$ cat src/rtl/membus_arbiter_pkg.sv
// Shared membus definitions: default bus widths and the arbiter state encoding.
// Imported by the arbiter top level and anything else that talks to the peripheral bus.
package membus_arbiter_pkg;

  localparam int MEMBUS_ADDR_W = 7;
  localparam int MEMBUS_DATA_W = 8;

  typedef enum logic [1:0] {
    ARB_IDLE  = 2'd0,
    ARB_ISSUE = 2'd1,
    ARB_WAIT  = 2'd2,
    ARB_ACK   = 2'd3
  } arb_state_t;

endpackage

$ cat src/rtl/membus_arbiter_if.sv
// Requester-side and membus-side signals of the arbiter, bundled into one interface.
// The arbiter uses the slave modport; the requesters/peripherals use master.
interface membus_arbiter_if #(
  parameter int NUM_REQ = 2,
  parameter int ADDR_W  = 7,
  parameter int DATA_W  = 8
);
  logic [NUM_REQ-1:0]        req_i;
  logic [NUM_REQ-1:0]        we_i;
  logic [NUM_REQ*ADDR_W-1:0] addr_i;
  logic [NUM_REQ*DATA_W-1:0] wdata_i;
  logic [NUM_REQ-1:0]        ack_o;
  logic [DATA_W-1:0]         rdata_o;
  logic                      busy_o;
  logic                      membus_read_req_o;
  logic                      membus_write_req_o;
  logic [ADDR_W-1:0]         membus_addr_o;
  logic [DATA_W-1:0]         membus_data_o;
  logic [DATA_W-1:0]         membus_data_i;

  modport slave (
    input  req_i, we_i, addr_i, wdata_i, membus_data_i,
    output ack_o, rdata_o, busy_o, membus_read_req_o, membus_write_req_o,
           membus_addr_o, membus_data_o
  );

  modport master (
    output req_i, we_i, addr_i, wdata_i, membus_data_i,
    input  ack_o, rdata_o, busy_o, membus_read_req_o, membus_write_req_o,
           membus_addr_o, membus_data_o
  );
endinterface

$ cat src/rtl/membus_arbiter_rr_grant.sv
// Round-robin grant selector: the first active requester after i_ptr, wrapping.
// Purely combinational so other arbiters can reuse it.
module membus_arbiter_rr_grant #(
  parameter int NUM_REQ = 2,
  parameter int IDX_W   = (NUM_REQ > 1) ? $clog2(NUM_REQ) : 1
) (
  input  logic [NUM_REQ-1:0] i_req,
  input  logic [IDX_W-1:0]   i_ptr,
  output logic [IDX_W-1:0]   o_grant,
  output logic               o_valid
);

  // w_cand[k] is the requester index k+1 places after the pointer.
  logic [IDX_W-1:0] w_cand [NUM_REQ];

  for (genvar gi = 0; gi < NUM_REQ; gi++) begin : g_cand
    assign w_cand[gi] = IDX_W'((int'(i_ptr) + gi + 1) % NUM_REQ);
  end

  // Scan from farthest to nearest so the nearest active candidate wins.
  always_comb begin
    o_grant = '0;
    o_valid = 1'b0;
    for (int k = NUM_REQ - 1; k >= 0; k--) begin
      if (i_req[w_cand[k]]) begin
        o_grant = w_cand[k];
        o_valid = 1'b1;
      end
    end
  end

endmodule

$ cat src/rtl/membus_arbiter.sv
// Round-robin arbiter for the shared peripheral membus: FSM, field latches, wait counter, registered outputs.
// Macro MEMBUS_ARB_WRITE_EN enables write strobes; without it writes are acked with no bus strobe.
module membus_arbiter
  import membus_arbiter_pkg::*;
#(
  parameter int NUM_REQ      = 2,
  parameter int ADDR_W       = MEMBUS_ADDR_W,
  parameter int DATA_W       = MEMBUS_DATA_W,
  parameter int READ_LATENCY = 1
) (
  input logic             clk_i,
  input logic             rst_i,
  membus_arbiter_if.slave bus
);

  localparam int IDX_W = (NUM_REQ > 1) ? $clog2(NUM_REQ) : 1;
  localparam int CNT_W = 2;

  arb_state_t         r_state;
  logic [IDX_W-1:0]   r_ptr;
  logic [IDX_W-1:0]   r_grant;
  logic               r_we;
  logic [ADDR_W-1:0]  r_addr;
  logic [DATA_W-1:0]  r_wdata;
  logic [DATA_W-1:0]  r_rdata;
  logic [CNT_W-1:0]   r_cnt;
  logic [NUM_REQ-1:0] r_ack;
  logic               r_busy;
  logic               r_rd_req;
`ifdef MEMBUS_ARB_WRITE_EN
  logic               r_wr_req;
`endif

  logic [IDX_W-1:0]   w_grant;
  logic               w_valid;
  logic [ADDR_W-1:0]  w_addr  [NUM_REQ];
  logic [DATA_W-1:0]  w_wdata [NUM_REQ];

  for (genvar gi = 0; gi < NUM_REQ; gi++) begin : g_unpack
    assign w_addr[gi]  = bus.addr_i[gi*ADDR_W +: ADDR_W];
    assign w_wdata[gi] = bus.wdata_i[gi*DATA_W +: DATA_W];
  end

  membus_arbiter_rr_grant #(
    .NUM_REQ (NUM_REQ),
    .IDX_W   (IDX_W)
  ) u_rr_grant (
    .i_req   (bus.req_i),
    .i_ptr   (r_ptr),
    .o_grant (w_grant),
    .o_valid (w_valid)
  );

  always_ff @(posedge clk_i or posedge rst_i) begin
    if (rst_i) begin
      r_state  <= ARB_IDLE;
      r_ptr    <= IDX_W'(NUM_REQ - 1);
      r_grant  <= '0;
      r_we     <= 1'b0;
      r_addr   <= '0;
      r_wdata  <= '0;
      r_rdata  <= '0;
      r_cnt    <= '0;
      r_ack    <= '0;
      r_busy   <= 1'b0;
      r_rd_req <= 1'b0;
`ifdef MEMBUS_ARB_WRITE_EN
      r_wr_req <= 1'b0;
`endif
    end else begin
      // Strobes and ack are single-cycle pulses by default.
      r_rd_req <= 1'b0;
`ifdef MEMBUS_ARB_WRITE_EN
      r_wr_req <= 1'b0;
`endif
      r_ack    <= '0;
      case (r_state)
        ARB_IDLE: begin
          if (w_valid) begin
            r_grant  <= w_grant;
            r_ptr    <= w_grant;
            r_we     <= bus.we_i[w_grant];
            r_addr   <= w_addr[w_grant];
            r_wdata  <= w_wdata[w_grant];
            r_rd_req <= ~bus.we_i[w_grant];
`ifdef MEMBUS_ARB_WRITE_EN
            r_wr_req <= bus.we_i[w_grant];
`endif
            r_busy   <= 1'b1;
            r_state  <= ARB_ISSUE;
          end
        end
        ARB_ISSUE: begin
          if (r_we) begin
            r_ack   <= NUM_REQ'(1) << r_grant;
            r_state <= ARB_ACK;
          end else begin
            r_cnt   <= CNT_W'(READ_LATENCY);
            r_state <= ARB_WAIT;
          end
        end
        ARB_WAIT: begin
          r_cnt <= r_cnt - CNT_W'(1);
          // Count of 1 marks the edge at which the peripheral data is valid.
          if (r_cnt == CNT_W'(1)) begin
            r_rdata <= bus.membus_data_i;
            r_ack   <= NUM_REQ'(1) << r_grant;
            r_state <= ARB_ACK;
          end
        end
        ARB_ACK: begin
          r_busy  <= 1'b0;
          r_state <= ARB_IDLE;
        end
        default: r_state <= ARB_IDLE;
      endcase
    end
  end

  assign bus.ack_o              = r_ack;
  assign bus.rdata_o            = r_rdata;
  assign bus.busy_o             = r_busy;
  assign bus.membus_read_req_o  = r_rd_req;
  assign bus.membus_addr_o      = r_addr;
  assign bus.membus_data_o      = r_wdata;
`ifdef MEMBUS_ARB_WRITE_EN
  assign bus.membus_write_req_o = r_wr_req;
`else
  assign bus.membus_write_req_o = 1'b0;
`endif

endmodule

$ cat src/flat_wrapper.sv
// flat-port wrapper written by rule: the top's interface ports become plain ports
module membus_arbiter_flat import membus_arbiter_pkg::*;
#(
  parameter int NUM_REQ      = 2,
  parameter int ADDR_W       = MEMBUS_ADDR_W,
  parameter int DATA_W       = MEMBUS_DATA_W,
  parameter int READ_LATENCY = 1
)
  (clk_i, rst_i, bus_req_i, bus_we_i, bus_addr_i, bus_wdata_i, bus_membus_data_i, bus_ack_o, bus_rdata_o, bus_busy_o, bus_membus_read_req_o, bus_membus_write_req_o, bus_membus_addr_o, bus_membus_data_o);
  membus_arbiter_if #(.NUM_REQ(NUM_REQ), .ADDR_W(ADDR_W), .DATA_W(DATA_W)) bus_i ();
  input logic clk_i;
  input logic rst_i;
  input wire logic [$bits(bus_i.req_i)-1:0] bus_req_i;
  input wire logic [$bits(bus_i.we_i)-1:0] bus_we_i;
  input wire logic [$bits(bus_i.addr_i)-1:0] bus_addr_i;
  input wire logic [$bits(bus_i.wdata_i)-1:0] bus_wdata_i;
  input wire logic [$bits(bus_i.membus_data_i)-1:0] bus_membus_data_i;
  output wire logic [$bits(bus_i.ack_o)-1:0] bus_ack_o;
  output wire logic [$bits(bus_i.rdata_o)-1:0] bus_rdata_o;
  output wire logic [$bits(bus_i.busy_o)-1:0] bus_busy_o;
  output wire logic [$bits(bus_i.membus_read_req_o)-1:0] bus_membus_read_req_o;
  output wire logic [$bits(bus_i.membus_write_req_o)-1:0] bus_membus_write_req_o;
  output wire logic [$bits(bus_i.membus_addr_o)-1:0] bus_membus_addr_o;
  output wire logic [$bits(bus_i.membus_data_o)-1:0] bus_membus_data_o;
  assign bus_i.req_i = bus_req_i;
  assign bus_i.we_i = bus_we_i;
  assign bus_i.addr_i = bus_addr_i;
  assign bus_i.wdata_i = bus_wdata_i;
  assign bus_i.membus_data_i = bus_membus_data_i;
  assign bus_ack_o = bus_i.ack_o;
  assign bus_rdata_o = bus_i.rdata_o;
  assign bus_busy_o = bus_i.busy_o;
  assign bus_membus_read_req_o = bus_i.membus_read_req_o;
  assign bus_membus_write_req_o = bus_i.membus_write_req_o;
  assign bus_membus_addr_o = bus_i.membus_addr_o;
  assign bus_membus_data_o = bus_i.membus_data_o;
  membus_arbiter #(.NUM_REQ(NUM_REQ), .ADDR_W(ADDR_W), .DATA_W(DATA_W), .READ_LATENCY(READ_LATENCY)) u_core (.clk_i(clk_i), .rst_i(rst_i), .bus(bus_i));
endmodule
$ cat config.mk
export PLATFORM = sky130hd
export DESIGN_NAME = membus_arbiter_flat
export DESIGN_NICKNAME = d
export VERILOG_FILES = /design/src/rtl/membus_arbiter_pkg.sv /design/src/rtl/membus_arbiter_if.sv /design/src/rtl/membus_arbiter_rr_grant.sv /design/src/rtl/membus_arbiter.sv /design/src/flat_wrapper.sv
export SDC_FILE = /design/constraint.sdc
export NUM_CORES = 1
export LEC_CHECK = 0
export ABC_AREA = 1
export CORE_UTILIZATION = 38
export CTS_CLUSTER_SIZE = 14
export DETAILED_ROUTE_END_ITERATION = 7
export PLACE_DENSITY = 0.76
export SLEW_MARGIN = 10
export SYNTH_ARGS = -nofsm -noshare
export SYNTH_HDL_FRONTEND = slang
export SYNTH_SLANG_ARGS = --single-unit
export TNS_END_PERCENT = 30
$ cat constraint.sdc
create_clock -name clk_i -period 1.39 [get_ports clk_i]
set_input_delay 0.278 -clock clk_i [delete_from_list [all_inputs] [get_ports clk_i]]
set_output_delay 0.278 -clock clk_i [all_outputs]
set_load 0.05 [all_outputs]
**Run 1: power grid**

(6 px per um) Pins as bars on the die edge.
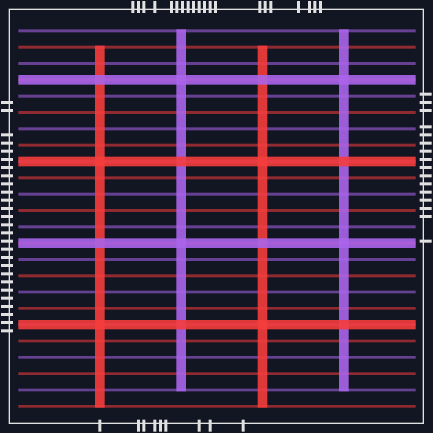
| net | color |
|---|---|
| VDD | purple |
| VSS | red |
rows: 23
signal pins: 72
met4 straps: 4

**Run 1: cell density map**

(6 px per um) The die is cut into 7 by 7 equal tiles; black is low, pale yellow is high, 0 to 100% covered.
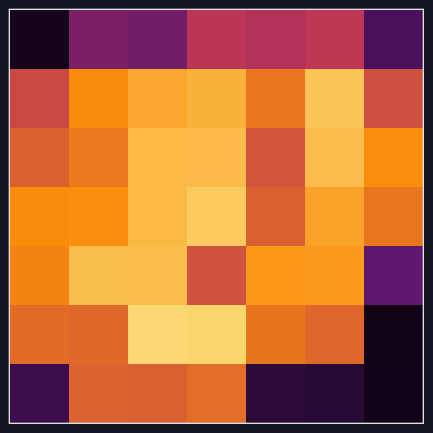
mean over tiles: 61%
fullest tile: 92%
emptiest ninth of the die: south-east
tiles over 75% full: 37%

**Run 1: clock nets**

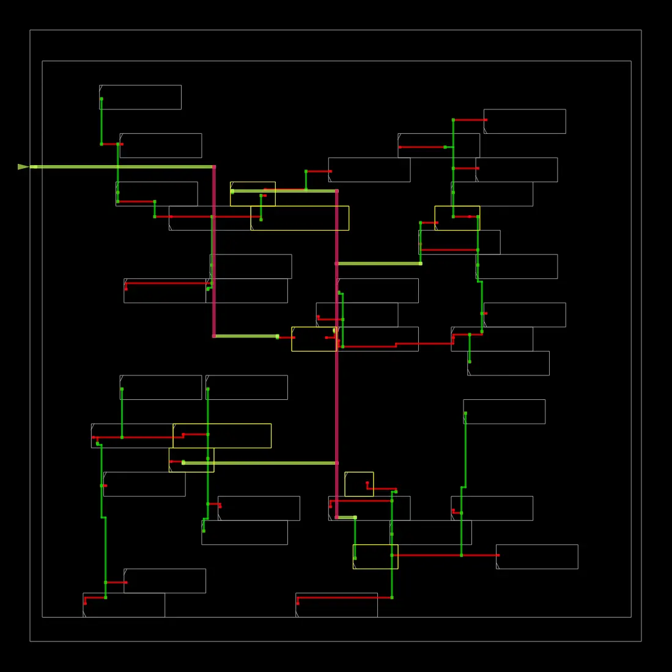
Late-Pin Clk Latency: 0.29 ns
Final Skew: 0.00319 ns
total CTS buffers: 5

[run 1: sequential cells by signal (all words and copies together), names as in the netlist, 2 cells and up]
signal                    cells
u_core.r_cnt                  2
u_core.bus.rdata_o            8
u_core.bus.membus_addr_o      7
u_core.bus.membus_data_o      8
u_core.r_state                2
u_core.bus.ack_o              2
[run 1: power by group through the flow]
stage / Combinational (mW) / Sequential (mW) / Clock, mW
global route: 4.96 / 1.99 / 1.17
detailed placement: 4.65 / 1.96 / 0
global placement: 4.55 / 1.94 / 0
CTS: 4.69 / 1.95 / 1.11
finish: 4.67 / 1.95 / 1.09
floorplan: 1.27 / 3.01 / 0
[run 1: worst paths after layout]
kind                                             from                           endpoint  slack (ns)  cells past startpoint
setup / recovery             u_core.r_ptr$_DFFE_PP1P_      u_core.bus.busy_o$_DFFE_PP0P_        0.07                      8
hold / removal                                  rst_i  u_core.bus.rdata_o[1]$_DFFE_PP0P_        0.33                      3
setup reg to reg             u_core.r_ptr$_DFFE_PP1P_      u_core.bus.busy_o$_DFFE_PP0P_        0.07                      8
hold reg to reg            u_core.r_grant$_DFFE_PP0P_      u_core.bus.ack_o[0]$_DFF_PP0_        0.48                      1
max in group asynchronous                       rst_i           u_core.r_ptr$_DFFE_PP1P_        0.81                      3
min in group clk_i         u_core.r_grant$_DFFE_PP0P_      u_core.bus.ack_o[0]$_DFF_PP0_        0.48                      1
[run 1: area by class of cell]
| type | instances | area, um2 | area share [%] |
|---|---|---|---|
| Multi-Input combinational cell | 147 | 743 | 25.4 |
| Clock buffer | 5 | 68.8 | 2.35 |
| Inverter | 12 | 47.5 | 1.63 |
| Sequential cell | 34 | 852 | 29.1 |
| Timing Repair Buffer | 83 | 1080 | 37.0 |
| Tap cell | 50 | 62.6 | 2.14 |
| Clock inverter | 3 | 68.8 | 2.35 |
==> notes.md, run 1 <==
Implementation numbers.

- The horizontal extent of the die is 68.8 um.
- The count of final setup violators is 0.
- Cells fill 70.6% of the core in the end.
- The arrival time reported for the critical path endpoint is 1.50 ns.
- TritonCTS built the clock tree.
- Per the post-synthesis report, the number of cells in the design is 201.
- The share of cells above drive strength 1 is 23.2%.
- In the finished design, the share of the clock period the worst path needs comes to 94.7%.
- The max capacitance violation total is 0.
- The area share of and/or/nand/nor cells after synthesis is 31.0%.
- Per the detailed-route log, wirelength across all metal layers totals 4.13 mm.
- The synthesized netlist was found by Yosys to have 201 cells.
- The via count normalized by instance count is 4.82.
- The final hold slack is 0.328 ns.
- The number of register bits inferred by synthesis is 34.
- The internal portion of the total power is 4.42 mW.
- The flow ran to the end, and the final reports show no timing, DRC or antenna violations.
- In this run the worst hold path is classified as input pin to asynchronous set/reset pin.
- In the placement report, post-DP HPWL is listed as 3.09 mm.
- The aggregate global-route resource usage is 19.7%.
- Each instance of the synthesized netlist takes up on average 8.43 um2.
- The sum of routed wire segments on met1 is 1.51 mm.
- The number of enable flip-flop cells is 0.
- In this run the clock root is driven by a sky130_fd_sc_hd__clkbuf_8.
- The worst path required time is 1.58 ns.
- For the finished layout, the period the worst path requires is 1.32 ns.
- The distinct cell type count of the synthesized netlist is 22.
- The antenna cell count is 0.
- The global routing report lists met3 layer usage as 8.88%.
- Once layout is complete, the cells apart from fillers number 334.
- Hold repair after CTS inserted 0 buffers.
- The first-pass GRT wire length is 6.84 mm.
- The switching power total is 3.29 mW.
- The pin count of the biggest net entering global routing is 35.
- The starting utilization of the core area is 40.9%.
- STA classifies the critical path startpoint as a register.
- Of the post-synthesis cell area, the part taken by muxes is 5.32%.
- The share of total power dissipated in sequential elements is 25.3%.
- By instance count after routing, the leading logic cell types are sky130_fd_sc_hd__nand2_1, sky130_fd_sc_hd__clkdlybuf4s50_1, sky130_fd_sc_hd__dfrtp_1, sky130_fd_sc_hd__buf_12, sky130_fd_sc_hd__nand3_1.
- At the end of routability-driven placement, the weighted congestion stood at 0.797.
- For this run the aggregate overflow at the end of global routing stands at 0.
- For this sky-water flow run, the detailed-routed wirelength per cell is reported as 12.4 um.
- Wire segments on met2 add up to 2.19 mm in the final route.
- The top fanout value on the critical path is 7.
- The leakage power in the latest report is 1.47 nW.
- The total number of warnings across the stage logs is 31.
- The number of DRC markers after the initial detailed-route iteration is 49.
- In the post-synthesis netlist, the cell with the most instances is sky130_fd_sc_hd__nand2_1.
- The maximum root-to-sink buffer count is 2.
- The number of placed cells counting well taps is 326.
- The flow reports that the clock network draws 14.1% of the design power.
- The count of TritonRoute iterations in the first routing pass is 4.
- Of the total synthesized cell area, the portion taken by AND-OR and OR-AND cells is 2.36%.
- The number of warnings reported in the yosys synthesis log is 0.
- The post-synthesis instance area is 0.00169 mm2.
- The total clock sinks is 34.
- The most frequently placed logic cell in the final layout is sky130_fd_sc_hd__nand2_1.
- The global-route track usage on met2 is 35.0%.
- The sum of negative setup slack is 0 ns.
- In this design, the critical path's most frequently occurring cell is sky130_fd_sc_hd__nand2_1.
- Combinational logic is responsible for 60.6% of the overall power.
- The count of buffers added by post-CTS timing repair for setup is 0.
- Ranked by instance count, the synthesized netlist is headed by sky130_fd_sc_hd__nand2_1, sky130_fd_sc_hd__dfrtp_1, sky130_fd_sc_hd__nand3_1, sky130_fd_sc_hd__inv_1, sky130_fd_sc_hd__mux2_2.
- The share of flip-flops with an asynchronous set or reset is 100%.
- The adder and majority cell fraction of the synthesized area is 4.43%.
- The timing report notes that buffer and inverter cells on the critical path total 3.
- The remaining design rule violation count is 0.
- After detailed routing, no signal wire sits above met4.
- The maximum VDD drop is 1.39 mV.
- The proportion of netlist area held by the largest area contributor is 48.7%.
- For this run, the chip area from Yosys synthesis comes to 0.00169 mm2.
- The largest area contributor in the netlist is sky130_fd_sc_hd__dfrtp_1.
- In this run the vertical extent of the chip is 68.8 um.
- Setup repair after global routing could not meet its margin everywhere.
- The main flop type after synthesis is sky130_fd_sc_hd__dfrtp_1.
- Across all layers, the routed design uses 1,609 vias.
- The number of nets with antenna violations after detailed routing is 0.
- The timing report gives the biggest stage delay along the critical path as 0.57 ns.
- Per the layout report, the design carries 319 filler cells.
- The report lists the power per cell area as 2640 mW/mm2.
- The share of the synthesized netlist area taken by xor and xnor gates is 0%.
- The number of H-tree branching levels is 2.
- Max-slew check failures listed in the final report amount to 0.
- The hold violation total from the final report is 0.
- The met3 layer wire length in the routed design is 370 um.
- The most used routing layer is met2.
- The switching part of the total power is 42.7%.
- The area of the die is 0.00473 mm2.
- The placeable core area is 0.00414 mm2.
- The synthesis report lists the most area-consuming cells as sky130_fd_sc_hd__dfrtp_1, sky130_fd_sc_hd__nand2_1, sky130_fd_sc_hd__nand3_1, sky130_fd_sc_hd__mux2_2, sky130_fd_sc_hd__ha_1.
- On the worst setup and hold paths after CTS, the clock-pin slew comes to 0.07 ns.
- The share of the Yosys chip area taken by registers is 50.3%.
- The number of resized instances in the post-cts repair step is 1.
- The number of global-route vias before repair is 1,645.
- The net count after synthesis is 251.
- The synthesis-to-finish area growth is 72.6%.
- After detailed placement, the total cell area comes to 0.00278 mm2.
- The largest delay contributor family on the critical path is flip-flops.
- The report lists the cells along the critical path as inv_1 -> nand2_1 -> nand3_2 -> nand2_2 -> buf_4 -> nand2_1 -> nand2_1 -> inv_1.
- The met1 track demand over resource is 19.7%.
- The floorplan has 23 rows.
- Among all stages on the critical path, the largest delay is contributed by sky130_fd_sc_hd__dfstp_2.
- After synthesis, the largest family of logic cells by area is simple AND/OR/NAND/NOR gates.
- After layout, the design draws a total of 7.71 mW.
- STA classifies the critical path endpoint as a register.
- The initial antenna violation count was 0.
- According to the I/O placement log, the pin count is 72.
- In the final design database the tool counted 333 nets.
- The post-placement setup slack is -0.115 ns.
- Setup slack on the critical path of the routed design comes to 0.0743 ns.
- The critical path start-end classification is register to register.
- With fillers left out, the area of the finished cells amounts to 0.00292 mm2.
- The maximum operating frequency is 0.760 GHz.
- Input and output buffers added on the ports amount to 70.
==> run 2, diff against run 1 <==
--- a/config.mk
+++ b/config.mk
@@ -6,6 +6,7 @@
 export NUM_CORES = 1
 export LEC_CHECK = 0
 export ABC_AREA = 1
+export ABC_CLOCK_PERIOD_IN_PS = 1390
 export CORE_UTILIZATION = 38
 export CTS_CLUSTER_SIZE = 14
 export DETAILED_ROUTE_END_ITERATION = 7
**Run 2: power grid**

(6 px per um) Pins as bars on the die edge.
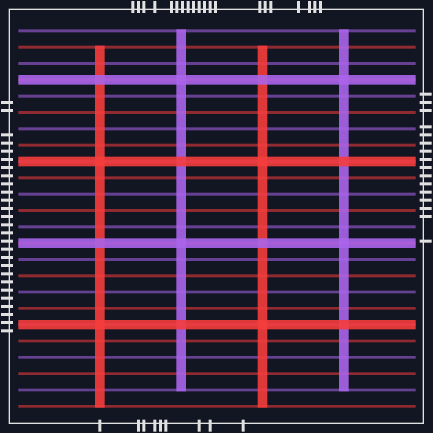
| net | color |
|---|---|
| VSS | red |
| VDD | purple |
signal pins: 72
rows: 23
met5 straps: 4
met4 straps: 4

==> notes.md, run 2 <==
Implementation numbers.

- The time the worst path needs with I/O delays and setup was 1.32 ns (unchanged).
- The final non-filler cell area is 0.00292 mm2 (unchanged).
- The category of the worst setup path capture point is a register.
- The area of placed instances is 0.00278 mm2 (unchanged).
- The run finished with clean final reports.
- The startpoint type of the worst setup path is a register.
- The global route total overflow is 0 (unchanged).
- The share of the yosys chip area belonging to registers came to 50.3% (unchanged).
- The final critical-path setup slack came to 0.0743 ns (unchanged).
- TritonCTS built the clock tree.
- The number of cells in the yosys synthesis report came to 201 (unchanged).
- The max-slew violation count is 0 (unchanged).
- The most frequently placed logic cell in the final layout is sky130_fd_sc_hd__nand2_1.
- The placeable core area came to 0.00414 mm2 (unchanged).
- The met1 track demand over resource is 19.7% (unchanged).
- The routability congestion estimate from global placement came to 0.797 (unchanged).
- The signal on the critical path passes through inv_1 -> nand2_1 -> nand3_2 -> nand2_2 -> buf_4 -> nand2_1 -> nand2_1 -> inv_1.
- The number of placed cells counting well taps is 326 (unchanged).
- The remaining design rule violation count is 0 (unchanged).
- The synthesis-to-finish area growth is 72.6% (unchanged).
- The post-synth net total is 251 (unchanged).
- The global-route track usage on met2 is 35.0% (unchanged).
- The number of warnings reported in the yosys synthesis log is 0 (unchanged).
- The initial antenna violation count is 0 (unchanged).
- The worst path required time is 1.58 ns (about the same).
- The clock transition at the registers of the reported paths is 0.07 ns (about the same).
- The summed standard-cell area reported by yosys was 0.00169 mm2 (unchanged).
- The total clock sinks came to 34 (unchanged).
- The leakage dissipation is 1.47 nW (unchanged).
- Setup repair after global routing could not meet its margin everywhere.
- For reference, the top cells by count after synthesis are sky130_fd_sc_hd__nand2_1, sky130_fd_sc_hd__dfrtp_1, sky130_fd_sc_hd__nand3_1, sky130_fd_sc_hd__inv_1, sky130_fd_sc_hd__mux2_2.
- The count of TritonRoute iterations in the first routing pass is 4 (unchanged).
- The first-pass GRT wire length is 6.84 mm (unchanged).
- The arrival time reported for the critical path endpoint is 1.50 ns (about the same).
- The via count normalized by instance count is 4.82 (unchanged).
- The count of final setup violators is 0 (unchanged).
- The final hold slack is 0.328 ns (unchanged).
- The post-route clock period utilization is 94.7% (unchanged).
- The number of CTS-inserted buffers came to 5 (unchanged).
- The area of the die was 0.00473 mm2 (unchanged).
- The number of nets in the final layout is 333 (unchanged).
- The starting utilization of the core area was 40.9% (unchanged).
- The post-synthesis instance area came to 0.00169 mm2 (unchanged).
- STA reports the tightest min-delay check as being of type input pin to asynchronous set/reset pin.
- The total power per unit cell area is 2640 mW/mm2 (unchanged).
- The total area of multi-input combinational cells is 743 um2 (unchanged).
- The number of global-route vias before repair is 1,645 (unchanged).
- The met3 usage in global routing came to 8.88% (unchanged).
- The critical path buffer and inverter count is 3 (unchanged).
- The cell row count is 23 (unchanged).
- The main flop type after synthesis is sky130_fd_sc_hd__dfrtp_1.
- CTS placed an instance of sky130_fd_sc_hd__clkbuf_8 at the clock tree root.
- The number of top-level design ports is 72 (unchanged).
- The most used routing layer is met2.
- The total number of warnings across the stage logs is 31 (unchanged).
- The number of register bits inferred by synthesis was 34 (unchanged).
- The core occupancy in the finished layout is 70.6% (unchanged).
- The number of instances in the synthesized netlist is 201 (unchanged).
- The distinct cell type count of the synthesized netlist is 22 (unchanged).
- The overall power after layout is 7.71 mW (unchanged).
- The hold violation total from the final report is 0 (unchanged).
- The max capacitance violation total is 0 (unchanged).
- The number of nets with antenna violations after detailed routing is 0 (unchanged).
- The critical path start-end classification is register to register.
- The share of cells above drive strength 1 was 23.2% (unchanged).
- The largest stage delay on the critical path was 0.57 ns (about the same).
- The maximum root-to-sink buffer count came to 2 (unchanged).
- The overall routed net length is 4.13 mm (unchanged).
- The top fanout value on the critical path is 7 (unchanged).
- The largest delay contributor family on the critical path is flip-flops.
- The biggest area contributor in the post-synthesis netlist is sky130_fd_sc_hd__dfrtp_1.
- The synthesized area divided by synthesized cell count is 8.43 um2 (unchanged).
- The number of port buffers is 70 (unchanged).
- The proportion of netlist area held by the largest area contributor is 48.7% (unchanged).
- The post-DP HPWL is 3.09 mm (unchanged).
- Sorting the synthesized cells by area gives the leading types as sky130_fd_sc_hd__dfrtp_1, sky130_fd_sc_hd__nand2_1, sky130_fd_sc_hd__nand3_1, sky130_fd_sc_hd__mux2_2, sky130_fd_sc_hd__ha_1.
- The area of all sequential standard cells is 852 um2 (unchanged).
- The number of H-tree branching levels came to 2 (unchanged).
- The internal reg-to-reg setup slack came to 0.07 ns (about the same).
- The pin count of the biggest net entering global routing is 35 (unchanged).
- The number of DRC markers after the initial detailed-route iteration came to 49 (unchanged).
- The number of enable flip-flop cells is 0 (unchanged).
- The layout filler cell count is 319 (unchanged).
- The top cell types in the final layout, fill and taps aside, are sky130_fd_sc_hd__nand2_1, sky130_fd_sc_hd__clkdlybuf4s50_1, sky130_fd_sc_hd__dfrtp_1, sky130_fd_sc_hd__buf_12, sky130_fd_sc_hd__nand3_1.
- The most prevalent standard cell on the critical path is sky130_fd_sc_hd__nand2_1.
-- run 2: cell counts after synthesis --
Identical to the previous run, type by type.
-- run 2: kinds of logic after synthesis --
kind of cell	share of synthesized area, %
compound gates	2.36
mux	5.32
flops	50.3
simple gates	31.0
buf+inv	6.35
other cells	0.221
fa+ha+maj	4.43
-- run 2: cell type report --
class                      count  area share (%)
timing repair buffer          83            37.0
tap                           50            2.14
clock buffer                   5            2.35
multi-input combinational    147            25.4
clock inverter                 3            2.35
inverter                      12            1.63
sequential                    34            29.1
-- run 2: what timing repair did --
item,4_1_cts,5_1_grt
pin swaps,0,0
endpoints found under the setup margin,1,9
buffers inserted,0,0
hold buffers,0,0
resized,1,2
-- run 2: metal layers --
layer	share of wire, %	wire, um	vias up
li1	-	-	796
met1	37	1510	752
met2	53	2190	54
met3	9.0	370	7
met4	1.3	55	0
met5	0	0	-
-- run 2: report_power, final --
group | switching (mW) | leakage, nW | internal, mW
logic | 2.45 | 0.981 | 2.23
clock network | 0.369 | 0.0683 | 0.718
registers | 0.473 | 0.416 | 1.47
total | 3.29 | 1.47 | 4.42
-- run 2: final timing paths --
kind,endpoint,cells after the start,startpoint
max in group asynchronous,u_core.r_ptr$_DFFE_PP1P_,3,rst_i
min reg2reg,u_core.bus.ack_o[0]$_DFF_PP0_,1,u_core.r_grant$_DFFE_PP0P_
min,u_core.bus.rdata_o[1]$_DFFE_PP0P_,3,rst_i
max,u_core.bus.busy_o$_DFFE_PP0P_,8,u_core.r_ptr$_DFFE_PP1P_
max reg2reg,u_core.bus.busy_o$_DFFE_PP0P_,8,u_core.r_ptr$_DFFE_PP1P_
min in group clk_i,u_core.bus.ack_o[0]$_DFF_PP0_,1,u_core.r_grant$_DFFE_PP0P_
Power and IR drop assume default switching activity.
